==> images/congestion.png <==
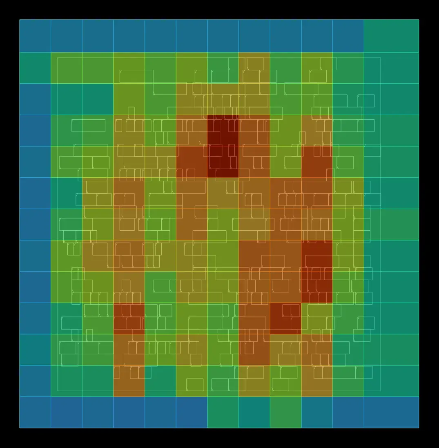
==> images/layer_met3.png <==
Drawn at 6 px/um. Cells faint in the background.
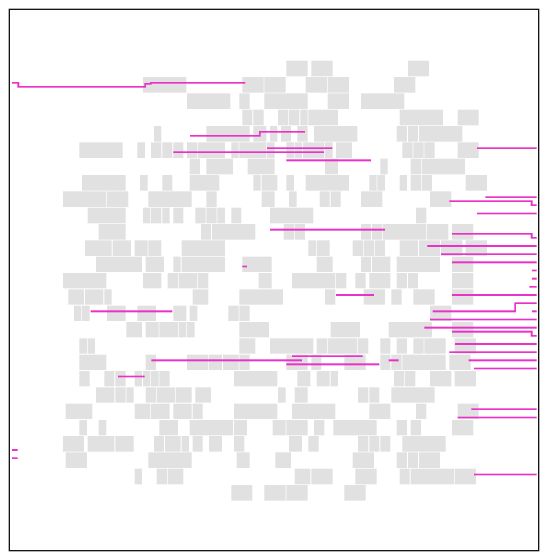
==> images/io_placement.png <==
Drawn at 6 px/um. Pins as bars across the die edge, other pins in grey.
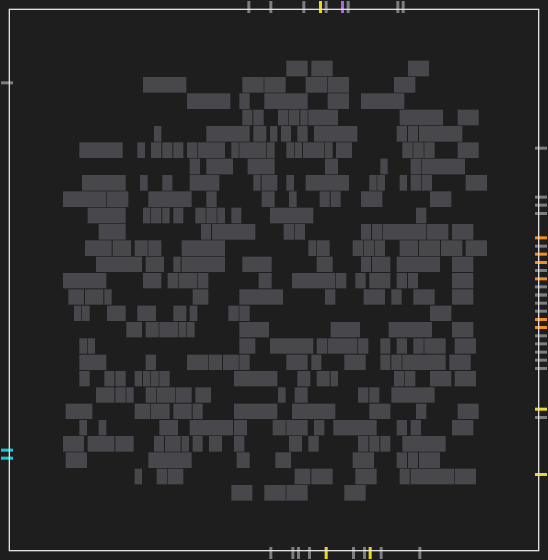
==> images/metal_density.png <==
Drawn at 4 px/um. The die is cut into 18 by 18 equal tiles; dark blue is low, red is high, scaled to the fullest tile. Values are wire area over tile area, all layers added.
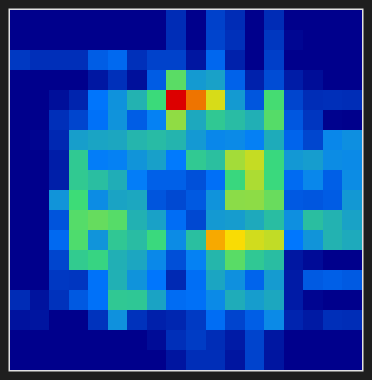
$ cat config.mk
export PLATFORM = sky130hd
export DESIGN_NAME = time_update_dp_flat
export DESIGN_NICKNAME = d
export VERILOG_FILES = /design/src/rtl/time_update_if.sv /design/src/rtl/time_update_dp.sv /design/src/flat_wrapper.sv
export SDC_FILE = /design/constraint.sdc
export NUM_CORES = 1
export LEC_CHECK = 0
export CAP_MARGIN = 30
export CELL_PAD_IN_SITES_DETAIL_PLACEMENT = 0
export CELL_PAD_IN_SITES_GLOBAL_PLACEMENT = 1
export CORE_AREA = 8 8 80 82
export DETAILED_ROUTE_END_ITERATION = 7
export DIE_AREA = 0 0 88 90
export PLACE_DENSITY_LB_ADDON = 0.1
export SYNTH_ARGS = -nofsm -noshare
export SYNTH_HDL_FRONTEND = slang
export SYNTH_SLANG_ARGS = --single-unit
$ cat constraint.sdc
create_clock -name clk -period 3.55 [get_ports clk]
set_input_delay 0.5325 -clock clk [delete_from_list [all_inputs] [get_ports clk]]
set_output_delay 0.5325 -clock clk [all_outputs]
set_load 0.01 [all_outputs]
$ cat src/rtl/time_update_if.sv
// Control/status bundle between the time-update controller and the datapath.
// The controller drives the strobes and set values; the datapath returns time and status.
interface time_update_if;
  logic [1:0] s;
  logic       Kc;
  logic       La;
  logic       Ea;
  logic       Lr;
  logic       Er;
  logic       set_en;
  logic [5:0] set_sec;
  logic [5:0] set_min;
  logic [4:0] set_hr;
  logic [5:0] sec;
  logic [5:0] min;
  logic [4:0] hr;
  logic       u;
  logic       day_tick;

  modport master (
    output s, Kc, La, Ea, Lr, Er, set_en, set_sec, set_min, set_hr,
    input  sec, min, hr, u, day_tick
  );

  modport slave (
    input  s, Kc, La, Ea, Lr, Er, set_en, set_sec, set_min, set_hr,
    output sec, min, hr, u, day_tick
  );
endinterface

$ cat src/rtl/time_update_dp.sv
// Time-of-day datapath: field registers sec/min/hr plus a K-indexed A -> S -> field
// pipeline that adds 0/+1/-1 modulo the selected field's limit.
module time_update_dp (
  input  logic           clk,
  input  logic           rst_n,
  time_update_if.slave   bus
);

  logic [1:0] k_r;
  logic [5:0] a_r;
  logic [5:0] s_r;
  logic       c_r;
  logic       u_r;
  logic [5:0] sec_r;
  logic [5:0] min_r;
  logic [4:0] hr_r;
  logic       day_tick_r;

  logic [5:0] field_sel_s;
  logic [5:0] sum_s;
  logic       carry_s;

  function automatic logic [5:0] field_limit(input logic [1:0] k);
    case (k)
      2'd0:    return 6'd60;
      2'd1:    return 6'd60;
      2'd2:    return 6'd24;
      default: return 6'd60;
    endcase
  endfunction

  // Returns {wrap, sum} for a + operand(op) modulo lim.
  function automatic logic [6:0] wrap_add(input logic [5:0] a, input logic [1:0] op,
                                          input logic [5:0] lim);
    case (op)
      2'b01: begin
        if (a == lim - 6'd1) return {1'b1, 6'd0};
        else                 return {1'b0, a + 6'd1};
      end
      2'b10: begin
        if (a == 6'd0) return {1'b1, lim - 6'd1};
        else           return {1'b0, a - 6'd1};
      end
      default: return {1'b0, a};
    endcase
  endfunction

  // Field selected by K for loading into A.
  always_comb begin
    field_sel_s = 6'd0;
    case (k_r)
      2'd0:    field_sel_s = sec_r;
      2'd1:    field_sel_s = min_r;
      2'd2:    field_sel_s = {1'b0, hr_r};
      default: field_sel_s = 6'd0;
    endcase
  end

  // Modular adder on A using the limit of the current field.
  always_comb begin
    {carry_s, sum_s} = wrap_add(a_r, bus.s, field_limit(k_r));
  end

  // All datapath state; set_en takes priority and freezes the update pipeline.
  always_ff @(posedge clk) begin
    if (!rst_n) begin
      k_r        <= 2'd0;
      a_r        <= 6'd0;
      s_r        <= 6'd0;
      c_r        <= 1'b0;
      u_r        <= 1'b0;
      sec_r      <= 6'd0;
      min_r      <= 6'd0;
      hr_r       <= 5'd0;
      day_tick_r <= 1'b0;
    end else if (bus.set_en) begin
      sec_r      <= (bus.set_sec >= 6'd60) ? 6'd0 : bus.set_sec;
      min_r      <= (bus.set_min >= 6'd60) ? 6'd0 : bus.set_min;
      hr_r       <= (bus.set_hr  >= 5'd24) ? 5'd0 : bus.set_hr;
      day_tick_r <= 1'b0;
    end else begin
      if (bus.Kc) begin
        k_r <= 2'd0;
        u_r <= 1'b0;
      end else begin
        if (bus.Er && (k_r < 2'd2)) begin
          k_r <= k_r + 2'd1;
        end
        if (bus.Lr) begin
          u_r <= c_r;
        end
      end
      if (bus.La) begin
        a_r <= field_sel_s;
      end
      if (bus.Ea) begin
        s_r <= sum_s;
        c_r <= carry_s;
      end
      if (bus.Lr) begin
        case (k_r)
          2'd0:    sec_r <= s_r;
          2'd1:    min_r <= s_r;
          2'd2:    hr_r  <= s_r[4:0];
          default: sec_r <= sec_r;
        endcase
      end
      day_tick_r <= bus.Lr && (k_r == 2'd2) && c_r;
    end
  end

  assign bus.sec      = sec_r;
  assign bus.min      = min_r;
  assign bus.hr       = hr_r;
  assign bus.u        = u_r;
  assign bus.day_tick = day_tick_r;

endmodule

$ cat src/flat_wrapper.sv
// flat-port wrapper written by rule: the top's interface ports become plain ports
module time_update_dp_flat 
  (clk, rst_n, bus_s, bus_Kc, bus_La, bus_Ea, bus_Lr, bus_Er, bus_set_en, bus_set_sec, bus_set_min, bus_set_hr, bus_sec, bus_min, bus_hr, bus_u, bus_day_tick);
  time_update_if bus_i ();
  input  logic clk;
  input  logic rst_n;
  input wire logic [$bits(bus_i.s)-1:0] bus_s;
  input wire logic [$bits(bus_i.Kc)-1:0] bus_Kc;
  input wire logic [$bits(bus_i.La)-1:0] bus_La;
  input wire logic [$bits(bus_i.Ea)-1:0] bus_Ea;
  input wire logic [$bits(bus_i.Lr)-1:0] bus_Lr;
  input wire logic [$bits(bus_i.Er)-1:0] bus_Er;
  input wire logic [$bits(bus_i.set_en)-1:0] bus_set_en;
  input wire logic [$bits(bus_i.set_sec)-1:0] bus_set_sec;
  input wire logic [$bits(bus_i.set_min)-1:0] bus_set_min;
  input wire logic [$bits(bus_i.set_hr)-1:0] bus_set_hr;
  output wire logic [$bits(bus_i.sec)-1:0] bus_sec;
  output wire logic [$bits(bus_i.min)-1:0] bus_min;
  output wire logic [$bits(bus_i.hr)-1:0] bus_hr;
  output wire logic [$bits(bus_i.u)-1:0] bus_u;
  output wire logic [$bits(bus_i.day_tick)-1:0] bus_day_tick;
  assign bus_i.s = bus_s;
  assign bus_i.Kc = bus_Kc;
  assign bus_i.La = bus_La;
  assign bus_i.Ea = bus_Ea;
  assign bus_i.Lr = bus_Lr;
  assign bus_i.Er = bus_Er;
  assign bus_i.set_en = bus_set_en;
  assign bus_i.set_sec = bus_set_sec;
  assign bus_i.set_min = bus_set_min;
  assign bus_i.set_hr = bus_set_hr;
  assign bus_sec = bus_i.sec;
  assign bus_min = bus_i.min;
  assign bus_hr = bus_i.hr;
  assign bus_u = bus_i.u;
  assign bus_day_tick = bus_i.day_tick;
  time_update_dp u_core (.clk(clk), .rst_n(rst_n), .bus(bus_i));
endmodule
==> results.py <==
# Metrics from the implementation run
metrics = {
    "status": {
        "status": "finished clean",
    },
    "drt": {
        "via_per_inst": 5.37,
        "wl_met2_um": 2870,
        "drt-met1-wl_um": 2540,
        "drt-pass1-iter-count": 5,
        "highest_layer": "met4",
    },
    "synthesis": {
        "yosys_cells": 239,
        "topCellsByArea": "dfxtp_1, a21oi_1, o21ai_0, ha_1, nand2_1",
        "top_cells_by_count": "a21oi_1, dfxtp_1, o21ai_0, nand2_1, nor2_1",
        "yosysWarnings": 0,
        "netlist_instances": 239,
        "numSynthFlops": 34,
        "synth_top_cell_by_count": "a21oi_1",
        "top_area_cell": "dfxtp_1",
        "synth_seq_share_pct": 35.0,
        "ys_chip_area_um2": 1950,
        "ys_types": 45,
        "syn_area_um2": 1950,
        "synth-async-reset-ratio_pct": 0,
    },
    "final_layout": {
        "final_layout_size_suffix_gt1_share_pct": 5.04,
        "final_util_pct": 47.5,
        "fin_cells": 350,
    },
    "floorplanning": {
        "core_um2": 5240,
        "initial_core_util_pct": 37.2,
        "ioPinCount": 46,
    },
    "clocking": {
        "cts_buffers": 5,
        "cts_sinks": 34,
        "cts_setup_buffers": 0,
        "cts_htree_levels": 2,
        "clockBufferDepth": 2,
    },
    "worst_setup_path": {
        "timing.rr.start": "u_core.k_r[0]",
        "required_ps": 3710,
        "crit_end": "u_core.s_r[3]",
        "end_kind": "flip-flop",
        "rr_worst_depth": 7,
    },
    "timing": {
        "clock_skew_ps": 14.3,
        "fin_setup_tns_ps": 0,
        "fmaxAchievable_mhz": 479,
        "slew_headroom_pct": 59.1,
        "finalClockPeriodUsage_pct": 58.8,
        "tightest_slew_ps": 612,
        "rsz0062_at_grt": "no",
        "drv_slew": 0,
    },
    "power_and_ir_drop": {
        "max-vdd-ir-drop_mv": 0.224,
    },
    "grt": {
        "grt_busiest_layer": "met2",
        "grt_max_degree": 26,
        "antenna_found_initial": 0,
    },
    "placed_design": {
        "dpl-instance-area_um2": 2390,
        "gp_congestion": 0.793,
    },
    "hold_path": {
        "hold_path_depth": 2,
    },
}
Back to the opening pictures, congestion.png:
GR met1 Demand/Resource: 18.8%
met2 Resource Use GR: 25.1%
total track usage: 15.4%
met3 Use GR: 4.00%

Back to the opening pictures, layer_met3.png:
39 nets have wire on it. The layer carries 476 um of wire. The longest straight run is 24.8 um. The layer holds 8.0% of the routed length. The wires run mostly horizontal.
final wirelength: 5920 um
Vias: 1878

Back to the opening pictures, io_placement.png:
Key: `bus_u` = purple [pins 1, direction output, edge top]; `bus_set_sec` = orange [pins 6, direction input, edge right]; `bus_hr` = yellow [pins 5, direction output, edge 2 right, 2 bottom, 1 top]; `bus_s` = cyan [pins 2, direction input, edge left]
IO buf count: 45
Die X-Extent: 88 um
Die Ht: 90 um

Back to the opening pictures, metal_density.png:
The mean over all tiles is 0.12. 28% of the tiles are nearly empty. 7.1% of the tiles are over half the peak. The fullest tile reaches 0.61. The emptiest ninth of the die: upper left.
average wire per standard cell: 16.9 um

cell usage in the layout (no fill, tap or decap), drive strengths merged, types with 2 or more instances in the layout:
master and count:
a21oi 44, a32oi 2, o22ai 2, a221oi 2, inv 10, nor2 14
a31oi 3, nand2b 2, buf 2, o21ai 23, o31ai 3, dfxtp 34
o311ai 2, clkinv 2, o211ai 3, nor2b 7, clkbuf 6, xnor2 4
ha 8, nand2 17, a222oi 5, clkdlybuf4s50 45, nand3 8, xor2 2
a41oi 3, nand4 2, nand3b 3, nor3 9
report_power, final:
group	internal, mW	switching [mW]
sequential	0.402	0.0216
combinational	0.0911	0.0916
clock	0.156	0.149
total	0.649	0.262
registers in the layout, indices dropped and copies added, names as in the netlist:
register	count
u_core.bus.day_tick	1
u_core.a_r	6
u_core.k_r	2
u_core.bus.sec	6
u_core.bus.min	6
u_core.s_r	6
u_core.bus.u	1
u_core.c_r	1
u_core.bus.hr	5
cell type report:
| cell class | instances | area [um^2] |
|---|---|---|
| clock buffers | 6 | 82.6 |
| repair buffers | 47 | 465 |
| well taps | 72 | 90.1 |
| multi-input cells | 178 | 1110 |
| flip-flops and latches | 34 | 681 |
| clock inverters | 2 | 12.5 |
| fillers | 539 | 2750 |
| inverters | 11 | 41.3 |
critical path, stage by stage, from the launching register on:
cell and delay [ps]:
dfxtp_1 340, inv_1 110, ha_1 470, nor4bb_1 400, o211a_4 250, nor2_8 50, a221oi_1 250, a21oi_1 100
cells by family after synthesis:
group	after synthesis	synth area share, %
and+or+nand+nor	67	19.0
AOI/OAI and AO/OA	96	29.9
muxes	1	0.514
buffers and inverters	27	7.84
xor gates and xnor gates	6	2.70
adders and majority gates	8	5.14
DFF	34	35.0
